**src/rtl/huffman_pkg.sv**
```systemverilog
// Shared types and constants for the Huffman bit packer.
// Symbols are 1..NSYM; anything else is flagged, not encoded.
package huffman_pkg;

   localparam int NSYM       = 6;
   localparam int CODE_W_DEF = 8;
   localparam int BYTE_W_DEF = 8;
   localparam int ACC_W      = 16;

   typedef enum logic [1:0] {
      IDLE,
      RUN,
      FLUSH,
      DONE
   } state_t;

   function automatic logic sym_legal(input logic [7:0] s);
      return (s >= 8'd1) && (s <= 8'(NSYM));
   endfunction

endpackage

```
**src/rtl/huffman_code_len.sv**
```systemverilog
// Mask to codeword length: index of highest set bit plus one.
// An all-zero mask gives length 0.
module huffman_code_len #(
   parameter int CODE_W = 8
) (
   input  logic [CODE_W-1:0] i_mask,
   output logic [3:0]        o_len
);

   always_comb begin
      o_len = '0;
      for (int i = 0; i < CODE_W; i++) begin
         if (i_mask[i]) o_len = 4'(i + 1);
      end
   end

endmodule

```
**src/rtl/huffman_bit_packer.sv**
```systemverilog
// Packs per-symbol Huffman codewords MSB-first into bytes,
// zero-padding the tail and counting the encoded bits.
module huffman_bit_packer
   import huffman_pkg::*;
#(
   parameter int CODE_W = CODE_W_DEF,
   parameter int BYTE_W = BYTE_W_DEF,
   parameter int CNT_W  = 16
) (
   input  logic              clk,
   input  logic              reset,
   input  logic              i_code_valid,
   input  logic [CODE_W-1:0] i_hc1,
   input  logic [CODE_W-1:0] i_hc2,
   input  logic [CODE_W-1:0] i_hc3,
   input  logic [CODE_W-1:0] i_hc4,
   input  logic [CODE_W-1:0] i_hc5,
   input  logic [CODE_W-1:0] i_hc6,
   input  logic [CODE_W-1:0] i_m1,
   input  logic [CODE_W-1:0] i_m2,
   input  logic [CODE_W-1:0] i_m3,
   input  logic [CODE_W-1:0] i_m4,
   input  logic [CODE_W-1:0] i_m5,
   input  logic [CODE_W-1:0] i_m6,
   input  logic              i_sym_valid,
   input  logic [7:0]        i_sym_data,
   input  logic              i_sym_last,
   output logic              o_sym_ready,
   output logic              o_byte_valid,
   output logic [BYTE_W-1:0] o_byte_data,
   output logic              o_byte_last,
   input  logic              i_byte_ready,
   output logic              o_done,
   output logic [CNT_W-1:0]  o_total_bits,
   output logic              o_err_sym
);

   logic [CODE_W-1:0] w_hc_in  [NSYM];
   logic [CODE_W-1:0] w_m_in   [NSYM];
   logic [3:0]        w_len_in [NSYM];
   logic [CODE_W-1:0] w_code_in[NSYM];

   logic [CODE_W-1:0] r_code [NSYM];
   logic [3:0]        r_len  [NSYM];

   state_t            r_state;
   logic [ACC_W-1:0]  r_acc;
   logic [4:0]        r_bit_cnt;
   logic [CNT_W-1:0]  r_total;
   logic              r_err;

   logic [CODE_W-1:0] w_code;
   logic [3:0]        w_len;
   logic [31:0]       w_lj_wide;
   logic [ACC_W-1:0]  w_ins;
   logic              w_legal;
   logic              w_sym_ready;
   logic              w_byte_valid;
   logic              w_byte_last;
   logic              w_sym_acc;
   logic              w_byte_acc;

   assign w_hc_in = '{i_hc1, i_hc2, i_hc3, i_hc4, i_hc5, i_hc6};
   assign w_m_in  = '{i_m1, i_m2, i_m3, i_m4, i_m5, i_m6};

   for (genvar g = 0; g < NSYM; g++) begin : g_len
      logic [31:0] w_lmask;
      huffman_code_len #(
         .CODE_W (CODE_W)
      ) u_len (
         .i_mask (w_m_in[g]),
         .o_len  (w_len_in[g])
      );
      // Keep only the low len bits so appends never spill.
      assign w_lmask      = (32'd1 << w_len_in[g]) - 32'd1;
      assign w_code_in[g] = w_hc_in[g] & w_lmask[CODE_W-1:0];
   end

   always_comb begin
      w_code = '0;
      w_len  = '0;
      for (int i = 0; i < NSYM; i++) begin
         if (i_sym_data == 8'(i + 1)) begin
            w_code = r_code[i];
            w_len  = r_len[i];
         end
      end
   end

   assign w_legal   = sym_legal(i_sym_data);
   assign w_lj_wide = {{(32-CODE_W){1'b0}}, w_code}
                      << (6'd16 - {2'b0, w_len});
   assign w_ins     = w_lj_wide[ACC_W-1:0] >> r_bit_cnt;

   assign w_sym_ready  = (r_state == RUN) && (r_bit_cnt < 5'd8);
   assign w_byte_valid =
      ((r_state == RUN) && (r_bit_cnt >= 5'd8)) ||
      ((r_state == FLUSH) && (r_bit_cnt != 5'd0));
   assign w_byte_last  = (r_state == FLUSH) &&
                         (r_bit_cnt != 5'd0) &&
                         (r_bit_cnt <= 5'd8);
   assign w_sym_acc    = i_sym_valid && w_sym_ready;
   assign w_byte_acc   = w_byte_valid && i_byte_ready;

   assign o_sym_ready  = w_sym_ready;
   assign o_byte_valid = w_byte_valid;
   assign o_byte_last  = w_byte_last;
   assign o_byte_data  = w_byte_valid ?
                         r_acc[ACC_W-1 -: BYTE_W] : '0;
   assign o_done       = (r_state == DONE);
   assign o_total_bits = r_total;
   assign o_err_sym    = r_err;

   always_ff @(posedge clk) begin
      if (reset) begin
         r_state   <= IDLE;
         r_acc     <= '0;
         r_bit_cnt <= '0;
         r_total   <= '0;
         r_err     <= 1'b0;
         for (int i = 0; i < NSYM; i++) begin
            r_code[i] <= '0;
            r_len[i]  <= '0;
         end
      end else begin
         unique case (r_state)
            IDLE: begin
               if (i_code_valid) begin
                  for (int i = 0; i < NSYM; i++) begin
                     r_code[i] <= w_code_in[i];
                     r_len[i]  <= w_len_in[i];
                  end
                  r_acc     <= '0;
                  r_bit_cnt <= '0;
                  r_total   <= '0;
                  r_err     <= 1'b0;
                  r_state   <= RUN;
               end
            end
            RUN: begin
               if (w_sym_acc) begin
                  if (w_legal) begin
                     r_acc     <= r_acc | w_ins;
                     r_bit_cnt <= r_bit_cnt + {1'b0, w_len};
                     r_total   <= r_total + CNT_W'(w_len);
                  end else begin
                     r_err <= 1'b1;
                  end
                  if (i_sym_last) r_state <= FLUSH;
               end else if (w_byte_acc) begin
                  r_acc     <= r_acc << BYTE_W;
                  r_bit_cnt <= r_bit_cnt - 5'd8;
               end
            end
            FLUSH: begin
               if (r_bit_cnt == 5'd0) begin
                  r_state <= DONE;
               end else if (w_byte_acc) begin
                  r_acc <= r_acc << BYTE_W;
                  if (w_byte_last) begin
                     r_bit_cnt <= '0;
                     r_state   <= DONE;
                  end else begin
                     r_bit_cnt <= r_bit_cnt - 5'd8;
                  end
               end
            end
            DONE: begin
               r_state <= IDLE;
            end
            default: r_state <= IDLE;
         endcase
      end
   end

endmodule

```
**config.mk**
```make
export PLATFORM = sky130hd
export DESIGN_NAME = huffman_bit_packer
export DESIGN_NICKNAME = d
export VERILOG_FILES = /design/src/rtl/huffman_pkg.sv /design/src/rtl/huffman_code_len.sv /design/src/rtl/huffman_bit_packer.sv
export SDC_FILE = /design/constraint.sdc
export NUM_CORES = 1
export LEC_CHECK = 0
export CAP_MARGIN = 30
export CORE_MARGIN = 10
export CORE_UTILIZATION = 55
export CTS_BUF_LIST = sky130_fd_sc_hd__clkbuf_16
export DETAILED_ROUTE_END_ITERATION = 8
export GPL_ROUTABILITY_DRIVEN = 0
export PLACE_DENSITY = 0.82
export REMOVE_ABC_BUFFERS = 1
export SLEW_MARGIN = 20
export SYNTH_ARGS = -nofsm -noshare
export SYNTH_HDL_FRONTEND = slang
export SYNTH_SLANG_ARGS = --single-unit
```
**constraint.sdc**
```tcl
create_clock -name clk -period 4.18 [get_ports clk]
set_input_delay 0.418 -clock clk [delete_from_list [all_inputs] [get_ports clk]]
set_output_delay 0.418 -clock clk [all_outputs]
set_load 0.005 [all_outputs]
```
==> summary.rpt, run 1 <==
FLOORPLANNING
--------------------------------------------------------------------------------------
Number of tap cells added at floorplan ..................................          188
Standard cell core area .................................................    15000 um2

WORST SETUP PATH
--------------------------------------------------------------------------------------
Required time of the critical path ......................................      4430 ps
Crit path launch ........................................................ i_sym_data[0]
Reg-to-reg startpoint ...................................................  r_len[2][1]
Library cell contributing the largest single delay on the critical path . clkdlybuf4s50_1

RUN STATUS
--------------------------------------------------------------------------------------
Run status .............................................................. finished with violations
Failing checks .......................................................... design-rule violations

POWER
--------------------------------------------------------------------------------------
Switching power of the nets .............................................      1.29 mW
Switching power share of the total ......................................        36.3%
Power consumed by combinational cells ...................................      1.19 mW

CELLS AND AREA
--------------------------------------------------------------------------------------
Signal buffers share of area ............................................        16.0%
Nonclk buf count ........................................................          167
Commonest cells after routing, fill and taps aside ...................... clkdlybuf4s50_1 (138), nor2_1 (104), nand2_1 (78)
Most common logic cell in the routed design ............................. clkdlybuf4s50_1
Number of nets in the layout ............................................         1232
Final instance area .....................................................    10300 um2
Flops ...................................................................          112
Biggest register ........................................................       r_code
Number of flip-flops in the largest register ............................           48
Sequential share of cell area ...........................................        28.8%
Combinational share of cell area ........................................        48.6%

STA
--------------------------------------------------------------------------------------
Worst setup skew after layout ...........................................      9.03 ps
Final hold viol count ...................................................            0
Max-slew violations .....................................................            0
Period utilization ......................................................        89.4%

GRT
--------------------------------------------------------------------------------------
Pin count of the biggest net entering global routing ....................           73
Met3 GRT Util ...........................................................        4.95%

SYNTHESIS
--------------------------------------------------------------------------------------
Synth Area in Simple Gates ..............................................        27.2%
Syn Std Cell Area .......................................................     8370 um2
Syn_area_per_cell .......................................................     8.58 um2
Yosys Instances .........................................................          976
Post-synthesis cell type count ..........................................           97
Post-synthesis share of cell area spent on and-or and or-and gates ......        22.7%
Post-synthesis share of cell area spent on xor and xnor gates ...........        2.09%
Chip area estimate from yosys synthesis .................................     8370 um2

ROUTING
--------------------------------------------------------------------------------------
Remaining design rule violation count ...................................           21
Router iterations before antenna repair .................................            9
Remaining number of nets flagged by the antenna check after routing .....            0

CTS
--------------------------------------------------------------------------------------
Clock tree from TritonCTS ...............................................          yes
Clock-pin slew on the worst setup and hold paths ........................        80 ps

PLACED DESIGN
--------------------------------------------------------------------------------------
DP HPWL .................................................................     19000 um

Run 1, metal 1:
Scale bar: 50 um. Supply wires on this layer in gray.
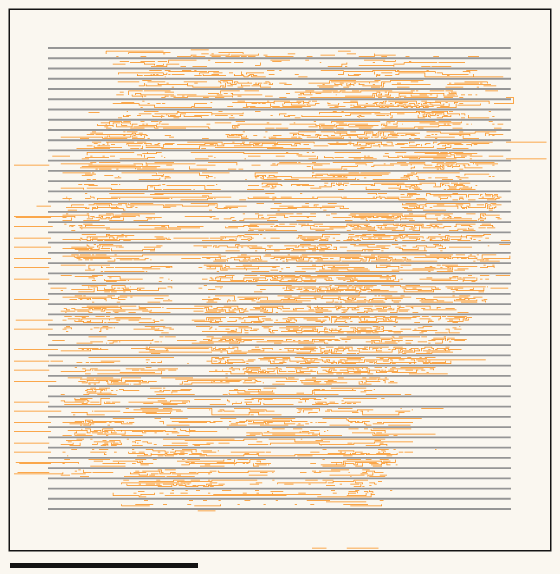
main direction = horizontal
share of all routed wire = 40%
longest straight run = 32.2 um

Run 1, met2 routing:
Scale bar: 50 um.
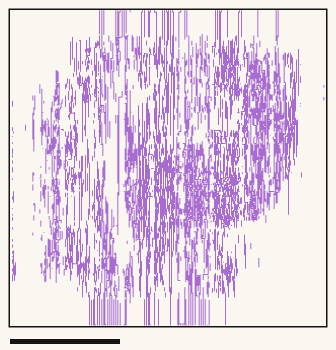
main direction = vertical
longest straight run = 44.5 um
wire length on this layer = 11900 um
share of all routed wire = 48%
met2 layer usage reported by global route: 39.3%
total number of vias: 8402
final routed wirelength across all metal layers: 25100 um

Run 1, M3 wires:
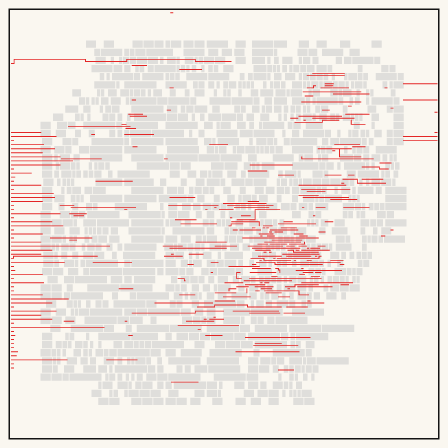
main direction = horizontal
share of all routed wire = 8.6%
longest straight run = 32.9 um
nets with wire on the layer = 211
wire length on this layer = 2160 um

Run 1, routing congestion map:
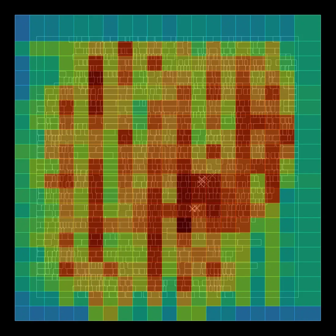

## Run 2: what changed since run 1
--- a/config.mk
+++ b/config.mk
@@ -6,12 +6,14 @@
 export NUM_CORES = 1
 export LEC_CHECK = 0
 export CAP_MARGIN = 30
+export CELL_PAD_IN_SITES_DETAIL_PLACEMENT = 0
+export CELL_PAD_IN_SITES_GLOBAL_PLACEMENT = 1
 export CORE_MARGIN = 10
-export CORE_UTILIZATION = 55
+export CORE_UTILIZATION = 41
 export CTS_BUF_LIST = sky130_fd_sc_hd__clkbuf_16
 export DETAILED_ROUTE_END_ITERATION = 8
 export GPL_ROUTABILITY_DRIVEN = 0
-export PLACE_DENSITY = 0.82
+export PLACE_DENSITY_LB_ADDON = 0.1
 export REMOVE_ABC_BUFFERS = 1
 export SLEW_MARGIN = 20
 export SYNTH_ARGS = -nofsm -noshare
Run 2, routing congestion map:
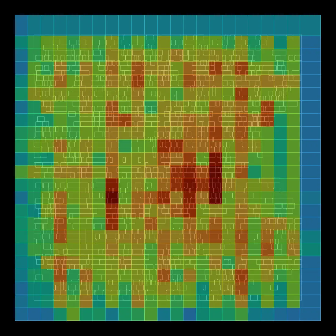
met1 Usage GRT: 26.7%
wire length per cell: 18.4 um
final core area utilization: 52.6%

==> run 2 against run 1 <==
  * Cell area increased by 3.1%
  * Critical path depth grew 1
  * The run now ends clean
  * Global-route usage shrank 4.7 points
  * Combinational power is 3% higher
  * Worst setup slack improved by 27 ps
  * Area after synthesis unchanged
  * Register-to-register slack improved by 220 ps
  * Largest cell class unchanged
  * Worst hold slack lost 11 ps
  * Via count fell by 2.4%
  * Clock skew rose by 1.1 ps
==> summary.rpt, run 2 <==
RUN STATUS
--------------------------------------------------------------------------------------
Run status .............................................................. finished clean   was finished with violations

WORST SETUP PATH
--------------------------------------------------------------------------------------
Reg-to-reg startpoint ...................................................  r_len[2][1]   unchanged
Family with the most delay on the worst path ............................ AND-OR/OR-AND gates   unchanged
Path type of the worst setup path .......................................    in -> reg   unchanged
Library cell contributing the largest single delay on the critical path . clkdlybuf4s50_1   unchanged
CP endpoint .............................................................    r_acc[10]   was r_acc[11]
Highest cell delay on the worst timing path .............................       500 ps   was 530 ps
Required time of the critical path ......................................      4450 ps   was 4430 ps
Crit path launch ........................................................ i_sym_data[0]   unchanged
Worst Path Arrival ......................................................      3980 ps   was 3990 ps

CTS
--------------------------------------------------------------------------------------
Clock tree from TritonCTS ...............................................          yes   unchanged
Postcts setup bufs ......................................................            0   unchanged
Root buffer cell ........................................................    clkbuf_16   unchanged
Hold-fix buffers, CTS ...................................................            0   unchanged
Number of buffers added by the clock tree synthesis step ................            9   unchanged
Clock-pin slew on the worst setup and hold paths ........................        80 ps   about the same

SYNTHESIS
--------------------------------------------------------------------------------------
Post-synthesis share of cell area spent on xor and xnor gates ...........        2.09%   unchanged
Chip area estimate from yosys synthesis .................................     8370 um2   unchanged
Syn Std Cell Area .......................................................     8370 um2   unchanged
Ranking of synthesized cells by area .................................... edfxtp_1 (26%), dfxtp_1 (9.6%), nor2_1 (4.7%)   unchanged
FFs w/ async S/R, synth .................................................           0%   unchanged
Syn_area_per_cell .......................................................     8.58 um2   unchanged
Post-synthesis share of cell area spent on and-or and or-and gates ......        22.7%   unchanged
Synth Area in Simple Gates ..............................................        27.2%   unchanged
Cells after synthesis ...................................................          976   unchanged
Post-synth tally of flip-flops with integrated enable ...................           72   unchanged
Yosys Instances .........................................................          976   unchanged
Post-synthesis cell type count ..........................................           97   unchanged

CELLS AND AREA
--------------------------------------------------------------------------------------
Biggest register ........................................................       r_code   unchanged
Count of inserted antenna diode cells ...................................            0   unchanged
Area taken by flip-flops and latches ....................................     2960 um2   unchanged
Nonclk buf count ........................................................          195   was 167
Commonest cells after routing, fill and taps aside ...................... clkdlybuf4s50_1 (138), nor2_1 (104), nand2_1 (78)   unchanged
Relative area change from synthesis to final layout .....................        26.8%   was 23.0%
Registers with the most flip-flops ...................................... r_code x48, r_len x24   unchanged
Combinational share of cell area ........................................        47.2%   was 48.6%
Number of flip-flops in the largest register ............................           48   unchanged
Final instance area .....................................................    10600 um2   was 10300 um2
Sequential share of cell area ...........................................        27.9%   was 28.8%
Flops ...................................................................          112   unchanged
Most common logic cell in the routed design ............................. clkdlybuf4s50_1   unchanged
Number of nets in the layout ............................................         1260   was 1232
Signal buffers share of area ............................................        17.6%   was 16.0%
Non-filler cells in the finished layout .................................         1403   was 1293

STA
--------------------------------------------------------------------------------------
Max-slew violations .....................................................            0   unchanged
Final hold slack ........................................................       464 ps   was 475 ps
Worst setup skew after layout ...........................................      10.1 ps   was 9.03 ps
Maximum clock frequency .................................................      270 MHz   was 268 MHz
Final hold viol count ...................................................            0   unchanged
Period utilization ......................................................        88.7%   was 89.4%
Actual transition at the worst max-transition pin .......................       730 ps   was 925 ps

FLOORPLANNING
--------------------------------------------------------------------------------------
Number of tap cells added at floorplan ..................................          270   was 188
Standard cell core area .................................................    20200 um2   was 15000 um2
Die Y-Extent ............................................................       163 um   was 143 um
Number of top-level pins ................................................          139   unchanged

ROUTING
--------------------------------------------------------------------------------------
Remaining number of nets flagged by the antenna check after routing .....            0   unchanged
Router iterations before antenna repair .................................            5   was 9
Detailed route wirelength on metal2 .....................................     11500 um   was 11900 um
Via density .............................................................         5.84   was 6.50
Final routed wirelength across all metal layers .........................     25800 um   was 25100 um
WL met3 .................................................................      2060 um   was 2160 um
Total number of vias ....................................................         8200   was 8402
Remaining design rule violation count ...................................            0   was 21

PLACED DESIGN
--------------------------------------------------------------------------------------
DP HPWL .................................................................     19900 um   was 19000 um
DP Cell Count ...........................................................         1386   was 1276

POWER
--------------------------------------------------------------------------------------
Switching power share of the total ......................................        36.3%   about the same
Sequential fraction of design power .....................................        41.6%   was 42.0%
Clock share of power ....................................................        23.9%   was 24.5%
P_leak ..................................................................      3.89 nW   was 3.75 nW
Switching power of the nets .............................................      1.29 mW   about the same
Power consumed by combinational cells ...................................      1.23 mW   was 1.19 mW

MIN PATH
--------------------------------------------------------------------------------------
Min-Delay Endpoint ......................................................     r_acc[6]   was o_err_sym
Hold path depth .........................................................            1   was 2

RUN
--------------------------------------------------------------------------------------
Maximum capacitance violations ..........................................            0   unchanged

GRT
--------------------------------------------------------------------------------------
Vias in the first global route ..........................................         7871   was 7921
Met3 GRT Util ...........................................................        4.50%   was 4.95%
Pin count of the biggest net entering global routing ....................           73   unchanged
Met2 layer usage reported by global route ...............................        29.4%   was 39.3%
First-pass GRT wire length ..............................................     41400 um   was 40000 um

Run 2, M3 wires:
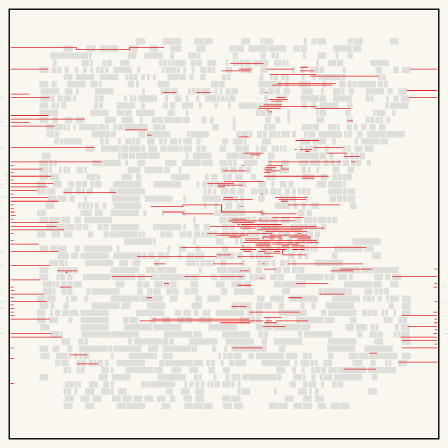

## Run 3: what changed since run 2
--- a/config.mk
+++ b/config.mk
@@ -9,7 +9,7 @@
 export CELL_PAD_IN_SITES_DETAIL_PLACEMENT = 0
 export CELL_PAD_IN_SITES_GLOBAL_PLACEMENT = 1
 export CORE_MARGIN = 10
-export CORE_UTILIZATION = 41
+export CORE_UTILIZATION = 44
 export CTS_BUF_LIST = sky130_fd_sc_hd__clkbuf_16
 export DETAILED_ROUTE_END_ITERATION = 8
 export GPL_ROUTABILITY_DRIVEN = 0
==> constraint.sdc (replaced) <==
create_clock -name clk -period 4.7 [get_ports clk]
set_input_delay 0.47 -clock clk [delete_from_list [all_inputs] [get_ports clk]]
set_output_delay 0.47 -clock clk [all_outputs]
set_load 0.005 [all_outputs]
Run 3, M3 wires:
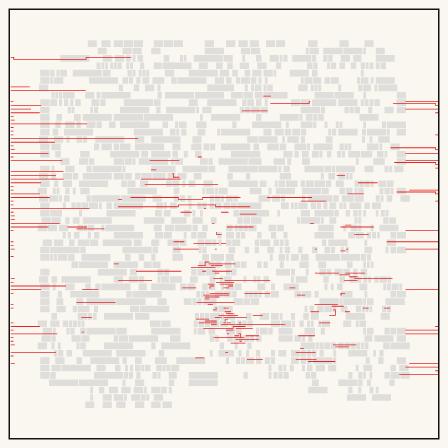
main direction = horizontal
wire length on this layer = 1470 um

==> run 3 against run 2 <==
  * Final cell count decreased by 5.2%
  * Total power fell by 11%
  * Largest cell class unchanged
  * Cell area is 3.0% lower
  * Highest routed layer unchanged
  * Largest power group unchanged
  * Sequential cell count unchanged
  * Synthesized cell count unchanged
  * Clock power shrank 6.4%
  * Combinational power fell by about 20%
==> summary.rpt, run 3 <==
RUN STATUS
--------------------------------------------------------------------------------------
Run status .............................................................. finished clean   unchanged

WORST SETUP PATH
--------------------------------------------------------------------------------------
Crit path launch ........................................................ i_sym_data[0]   unchanged
Worst Path Arrival ......................................................      4110 ps   was 3980 ps
Library cell contributing the largest single delay on the critical path .      nor3b_1   was clkdlybuf4s50_1
Register-to-Register Path Depth .........................................           12   unchanged
CP endpoint .............................................................    r_acc[11]   was r_acc[10]
Required time of the critical path ......................................      4960 ps   was 4450 ps
Crit. End Element .......................................................     register   unchanged
Reg-to-reg startpoint ...................................................  r_len[2][1]   unchanged
End of the worst register-to-register path ..............................     r_acc[1]   was r_acc[10]
Family with the most delay on the worst path ............................ simple AND/OR/NAND/NOR gates   was AND-OR/OR-AND gates
Path type of the worst setup path .......................................    in -> reg   unchanged

STA
--------------------------------------------------------------------------------------
Final hold viol count ...................................................            0   unchanged
Worst setup skew after layout ...........................................      11.5 ps   was 10.1 ps
Final hold slack ........................................................       466 ps   was 464 ps
Maximum clock frequency .................................................      260 MHz
Max-slew violations .....................................................            0   unchanged
Actual transition at the worst max-transition pin .......................       914 ps   was 730 ps
Period utilization ......................................................        82.0%

SYNTHESIS
--------------------------------------------------------------------------------------
Cells after synthesis ...................................................          976   unchanged
Chip area estimate from yosys synthesis .................................     8370 um2   unchanged
Post-synth tally of flip-flops with integrated enable ...................           72   unchanged
Post-synthesis share of cell area spent on xor and xnor gates ...........        2.09%   unchanged
Top cells by count ...................................................... nor2_1 (105), nand2_1 (78), edfxtp_1 (72)   unchanged
Ranking of synthesized cells by area .................................... edfxtp_1 (26%), dfxtp_1 (9.6%), nor2_1 (4.7%)   unchanged
Syn Std Cell Area .......................................................     8370 um2   unchanged
Syn_area_per_cell .......................................................     8.58 um2   unchanged
Post-synthesis share of cell area spent on and-or and or-and gates ......        22.7%   unchanged
Synth Area in Simple Gates ..............................................        27.2%   unchanged
Yosys Instances .........................................................          976   unchanged
Post-synthesis cell type count ..........................................           97   unchanged

CELLS AND AREA
--------------------------------------------------------------------------------------
Final core area utilization .............................................        55.0%   was 52.6%
Relative area change from synthesis to final layout .....................        23.0%   was 26.8%
Area taken by flip-flops and latches ....................................     2960 um2   unchanged
Registers with the most flip-flops ...................................... r_code x48, r_len x24   unchanged
Signal buffers share of area ............................................        15.3%   was 17.6%
Biggest register ........................................................       r_code   unchanged
Number of flip-flops in the largest register ............................           48   unchanged
Sequential share of cell area ...........................................        28.8%   was 27.9%
Non-CTS inverters .......................................................           39   unchanged
Flops ...................................................................          112   unchanged
Commonest cells after routing, fill and taps aside ...................... clkdlybuf4s50_1 (138), nor2_1 (104), nand2_1 (78)   unchanged
Non-filler cells in the finished layout .................................         1330   was 1403
Combinational share of cell area ........................................        48.6%   was 47.2%
Final instance area .....................................................    10300 um2   was 10600 um2
Most common logic cell in the routed design ............................. clkdlybuf4s50_1   unchanged
Number of nets in the layout ............................................         1223   was 1260
Nonclk buf count ........................................................          158   was 195

GRT
--------------------------------------------------------------------------------------
Met1 Usage GRT ..........................................................        24.7%   was 26.7%
Vias in the first global route ..........................................         7531   was 7871
Met3 GRT Util ...........................................................        4.15%   was 4.50%
First-pass GRT wire length ..............................................     39200 um   was 41400 um
Met2 layer usage reported by global route ...............................        32.1%   was 29.4%

CTS
--------------------------------------------------------------------------------------
Number of buffers added by the clock tree synthesis step ................            9   unchanged
CTS H-tree depth ........................................................            3   unchanged
Root buffer cell ........................................................    clkbuf_16   unchanged
Clock tree from TritonCTS ...............................................          yes   unchanged
Hold-fix buffers, CTS ...................................................            0   unchanged
Clock-pin slew on the worst setup and hold paths ........................        70 ps   was 80 ps
Postcts setup bufs ......................................................            0   unchanged

ROUTING
--------------------------------------------------------------------------------------
Remaining design rule violation count ...................................            0   unchanged
Total number of vias ....................................................         7961   was 8200
Remaining number of nets flagged by the antenna check after routing .....            0   unchanged
Final routed wirelength across all metal layers .........................     24900 um   was 25800 um
Detailed route wirelength on metal2 .....................................     11800 um   was 11500 um
WL met3 .................................................................      1470 um   was 2060 um
Router iterations before antenna repair .................................            5   unchanged
Wire length on met1 .....................................................     11000 um   was 12000 um
Wire length per cell ....................................................      18.7 um   was 18.4 um
Via density .............................................................         5.99   was 5.84

MIN PATH
--------------------------------------------------------------------------------------
Min-Delay Endpoint ......................................................     r_acc[3]   was r_acc[6]
Hold path depth .........................................................            2   was 1

POWER
--------------------------------------------------------------------------------------
Switching power share of the total ......................................        35.2%   was 36.3%
Clock share of power ....................................................        25.2%   was 23.9%
Power consumed by combinational cells ...................................      1.04 mW   was 1.23 mW
Switching power of the nets .............................................      1.12 mW   was 1.29 mW
Heaviest power group .................................................... sequential cells   unchanged
P_leak ..................................................................      3.71 nW   was 3.89 nW
Sequential fraction of design power .....................................        41.8%   was 41.6%
Sequential-cell power consumption .......................................      1.32 mW   was 1.48 mW
Power Total .............................................................      3.16 mW   was 3.57 mW

FLOORPLANNING
--------------------------------------------------------------------------------------
Standard cell core area .................................................    18700 um2   was 20200 um2
Number of top-level pins ................................................          139   unchanged
Die Y-Extent ............................................................       158 um   was 163 um
Number of tap cells added at floorplan ..................................          234   was 270

PLACED DESIGN
--------------------------------------------------------------------------------------
DP HPWL .................................................................     19100 um   was 19900 um
DP Cell Count ...........................................................         1313   was 1386

RUN
--------------------------------------------------------------------------------------
Maximum capacitance violations ..........................................            0   unchanged

Power is estimated from default activity; no workload was simulated.
